[src/rtl/ex_ctrl_pkg.sv]
// Shared encodings, FSM state type and latency defaults for the EX-stage
// hazard/forwarding controller.
package ex_ctrl_pkg;

    localparam logic [1:0] FWD_REG   = 2'b00;
    localparam logic [1:0] FWD_EXMEM = 2'b10;
    localparam logic [1:0] FWD_MEMWB = 2'b01;

    localparam int unsigned MULT_LAT_DEF = 4;
    localparam int unsigned DIV_LAT_DEF  = 32;
    localparam int unsigned RA_W_DEF     = 5;

    typedef enum logic [1:0] {
        MD_IDLE,
        MD_RUN,
        MD_DONE
    } md_state_t;

    // The younger result (EX/MEM) always wins over MEM/WB.
    function automatic logic [1:0] fwd_sel(input logic exmem_hit, input logic memwb_hit);
        if (exmem_hit)
            return FWD_EXMEM;
        else if (memwb_hit)
            return FWD_MEMWB;
        else
            return FWD_REG;
    endfunction

endpackage

[src/rtl/md_seq.sv]
// MULT/DIV unit sequencer: IDLE/RUN/DONE FSM with a latency down-counter.
// md_busy and md_done are registered copies of the next state.
module md_seq
    import ex_ctrl_pkg::*;
#(
    parameter int unsigned MULT_LAT = MULT_LAT_DEF,
    parameter int unsigned DIV_LAT  = DIV_LAT_DEF
) (
    input  logic      clk,
    input  logic      reset,
    input  logic      start,
    input  logic      is_div,
    output md_state_t state,
    output logic      md_busy,
    output logic      md_done
);

    localparam int unsigned CNT_W = $clog2(DIV_LAT + 1);
    localparam logic [CNT_W-1:0] MULT_RELOAD = CNT_W'(MULT_LAT - 1);
    localparam logic [CNT_W-1:0] DIV_RELOAD  = CNT_W'(DIV_LAT - 1);

    md_state_t        state_nxt;
    logic [CNT_W-1:0] cnt;
    logic [CNT_W-1:0] cnt_nxt;
    logic [CNT_W-1:0] reload;

    // A start during RUN cannot happen (decode is stalled), so it is ignored there.
    always_comb begin
        state_nxt = state;
        cnt_nxt   = cnt;
        reload    = is_div ? DIV_RELOAD : MULT_RELOAD;
        case (state)
            MD_IDLE: begin
                if (start) begin
                    state_nxt = MD_RUN;
                    cnt_nxt   = reload;
                end
            end
            MD_RUN: begin
                if (cnt == '0)
                    state_nxt = MD_DONE;
                else
                    cnt_nxt = cnt - CNT_W'(1);
            end
            MD_DONE: begin
                if (start) begin
                    state_nxt = MD_RUN;
                    cnt_nxt   = reload;
                end else begin
                    state_nxt = MD_IDLE;
                end
            end
            default: state_nxt = MD_IDLE;
        endcase
    end

    always_ff @(posedge clk) begin
        if (reset) begin
            state   <= MD_IDLE;
            cnt     <= '0;
            md_busy <= 1'b0;
            md_done <= 1'b0;
        end else begin
            state   <= state_nxt;
            cnt     <= cnt_nxt;
            md_busy <= (state_nxt == MD_RUN);
            md_done <= (state_nxt == MD_DONE);
        end
    end

endmodule

[src/rtl/ex_hazard_scheduler.sv]
// EX-stage controller: operand forwarding selects, load-use and HI/LO
// hazard stall, and sequencing of the multi-cycle MULT/DIV unit.
module ex_hazard_scheduler
    import ex_ctrl_pkg::*;
#(
    parameter int unsigned MULT_LAT = MULT_LAT_DEF,
    parameter int unsigned DIV_LAT  = DIV_LAT_DEF,
    parameter int unsigned RA_W     = RA_W_DEF
) (
    input  logic            clk,
    input  logic            reset,
    input  logic [RA_W-1:0] IF_ID_rs,
    input  logic [RA_W-1:0] IF_ID_rt,
    input  logic            IF_ID_uses_hilo,
    input  logic            IF_ID_md_op,
    input  logic [RA_W-1:0] ID_EX_rs,
    input  logic [RA_W-1:0] ID_EX_rt,
    input  logic            ID_EX_mem_read,
    input  logic            ID_EX_md_start,
    input  logic            ID_EX_md_is_div,
    input  logic            EX_MEM_reg_write,
    input  logic [RA_W-1:0] EX_MEM_rd,
    input  logic            MEM_WB_reg_write,
    input  logic [RA_W-1:0] MEM_WB_rd,
    output logic [1:0]      ForwardA,
    output logic [1:0]      ForwardB,
    output logic            stall,
    output logic            md_busy,
    output logic            md_done
);

    md_state_t md_state;
    logic      exmem_live;
    logic      memwb_live;
    logic      load_use;
    logic      md_hazard;

    md_seq #(
        .MULT_LAT (MULT_LAT),
        .DIV_LAT  (DIV_LAT)
    ) u_md_seq (
        .clk     (clk),
        .reset   (reset),
        .start   (ID_EX_md_start),
        .is_div  (ID_EX_md_is_div),
        .state   (md_state),
        .md_busy (md_busy),
        .md_done (md_done)
    );

    // Writes to $0 are discarded, so they never forward.
    always_comb begin
        exmem_live = EX_MEM_reg_write && (EX_MEM_rd != '0);
        memwb_live = MEM_WB_reg_write && (MEM_WB_rd != '0);
        ForwardA   = FWD_REG;
        ForwardB   = FWD_REG;
        if (!reset) begin
            ForwardA = fwd_sel(exmem_live && (EX_MEM_rd == ID_EX_rs),
                               memwb_live && (MEM_WB_rd == ID_EX_rs));
            ForwardB = fwd_sel(exmem_live && (EX_MEM_rd == ID_EX_rt),
                               memwb_live && (MEM_WB_rd == ID_EX_rt));
        end
    end

    // A HI/LO reader or a new MD op waits while the unit runs or is being started;
    // in DONE the result lands in HI/LO before the reader reaches EX.
    always_comb begin
        load_use  = ID_EX_mem_read && (ID_EX_rt != '0) &&
                    ((ID_EX_rt == IF_ID_rs) || (ID_EX_rt == IF_ID_rt));
        md_hazard = (IF_ID_uses_hilo || IF_ID_md_op) &&
                    ((md_state == MD_RUN) || ID_EX_md_start);
        stall     = !reset && (load_use || md_hazard);
    end

endmodule

[config.mk]
export PLATFORM = sky130hd
export DESIGN_NAME = ex_hazard_scheduler
export DESIGN_NICKNAME = d
export VERILOG_FILES = /design/src/rtl/ex_ctrl_pkg.sv /design/src/rtl/md_seq.sv /design/src/rtl/ex_hazard_scheduler.sv
export SDC_FILE = /design/constraint.sdc
export NUM_CORES = 1
export LEC_CHECK = 0
export CAP_MARGIN = 30
export CORE_ASPECT_RATIO = 0.9
export CORE_MARGIN = 4
export CORE_UTILIZATION = 41
export CTS_BUF_LIST = sky130_fd_sc_hd__clkbuf_16
export CTS_CLUSTER_DIAMETER = 80
export DETAILED_ROUTE_END_ITERATION = 7
export GPL_TIMING_DRIVEN = 0
export MAX_ROUTING_LAYER = met4
export PLACE_DENSITY = 0.86
export SLEW_MARGIN = 10
export SYNTH_ARGS = -nofsm -noshare
export SYNTH_HDL_FRONTEND = slang
export SYNTH_HIERARCHICAL = 1
export SYNTH_SLANG_ARGS = --single-unit
[constraint.sdc]
create_clock -name clk -period 1.8 [get_ports clk]
set_clock_uncertainty 0.1 [all_clocks]
set_input_delay 0.27 -clock clk [delete_from_list [all_inputs] [get_ports clk]]
set_output_delay 0.27 -clock clk [all_outputs]
set_load 0.01 [all_outputs]
==> summary.txt <==
Implementation summary

The flow ran to the end, but the final reports show violations. The checks that failed: negative setup slack. The yosys stat cell total is 118.

The fraction of final layout cells with drive strength greater than 1 is about 30%. The number of global-route vias before repair is 1138. The arrival time of data at the worst endpoint is listed as around 1.6 ns. TritonRoute output was used to compute an average wire per cell of 17.11 um. Across all setup checks in the final design, the least slack found is -0.1515 ns. The count of routing violations after the opening detailed-route iteration is 31. The area-dominant cell class after layout is combinational gates. After detailed placement, the total cell area comes to 1416 um^2.

In this run the top signal layer used is met4. The switching component of the power is 344.7 uW. The number of clock buffer instances in the layout is 3.

The final layout report lists a non-clock buffer count of 49. Global routing consumed, on the met3 layer, 3.774% of the routing resources. The synthesized netlist handed to floorplanning was reported with a cell count of 118. The number of slew-limit violations in the final report is 0. Row generation in the floorplan step produced 16 rows. The count of final setup violators is 4. For this run, global-route usage on met2 was measured as 37.27%. Per the final report, the share of cell area in clock cells is 4.888%. The portion of synthesized area spent on multiplexers is 0%.

Overall power consumption after layout is estimated at 1.080 mW. The number of cells in the design after placement is 185. The mean instance size in the synthesized netlist is 8.324 um^2. Buffers added to address setup during post-CTS repair amount to 3.

Setup repair after global routing could not meet its margin everywhere. TritonCTS built the clock tree. The routed length on met1 is 1212 um.

The kind of critical path is input pin to output pin. The hold buffer count at cts is 0. The post-route clock period utilization is 108.4%. The report puts the cell count of the worst reg-to-reg path at 6. Leaving out buffers and inverters, the combinational logic in the layout accounts for 832.0 um^2. The biggest combinational cell group after synthesis is simple AND/OR/NAND/NOR gates. The internal power of the cells is around 740 uW. The largest registers in the layout are u_md_seq/cnt (6), u_md_seq/state (2). The final layout report lists a filler cell count of 155. By count the netlist is led by xor2_1 (20), dfxtp_1 (10), xnor2_1 (10), nand2_1 (8), nor3_1 (8). The power consumed by the clock network is 398 uW.
run_1/placement_by_type.png
Scale bar: 20 um.
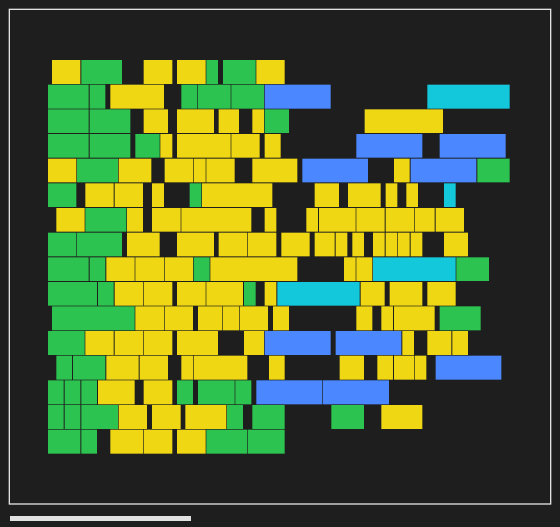
Key: remaining buffers and delay cells = green [cells 49, share of their area 28%]; sequential cells = blue [cells 10, share of their area 13%]; combinational and other logic = yellow [cells 102, share of their area 54%]; clock drivers and dummy loads = cyan [cells 4, share of their area 5.0%]

run_1/clk_routes.png
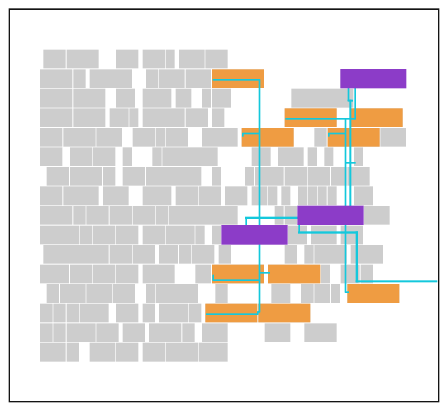
Key: clock drivers = purple [count 3]; clock wires = cyan [length 176 um]; flip-flops = orange [count 10]
There are 4 routed clock nets.

run_1/layer_met1.png
Supply wires on this layer in gray.
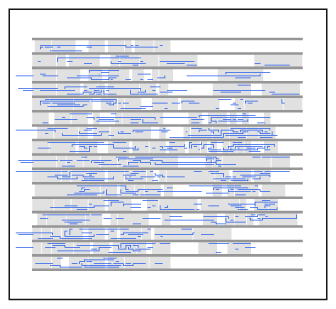
The wires run mostly horizontal. The longest straight run is 16.1 um. 181 nets have wire on it. The layer carries 1210 um of wire. The layer holds 37% of the routed length.

run_1/sizes.png
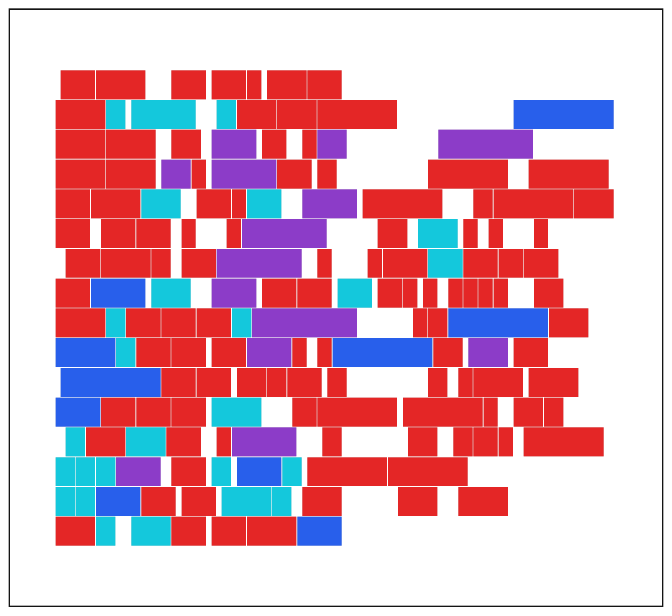
Key: _2 cells = cyan [cells 26, most used buf_2]; _0 and _1 cells = red [cells 115, most used xor2_1]; _3 and _4 cells = purple [cells 14, most used or4_4]; _6 and larger = blue [cells 10]

Power and IR drop assume default switching activity.
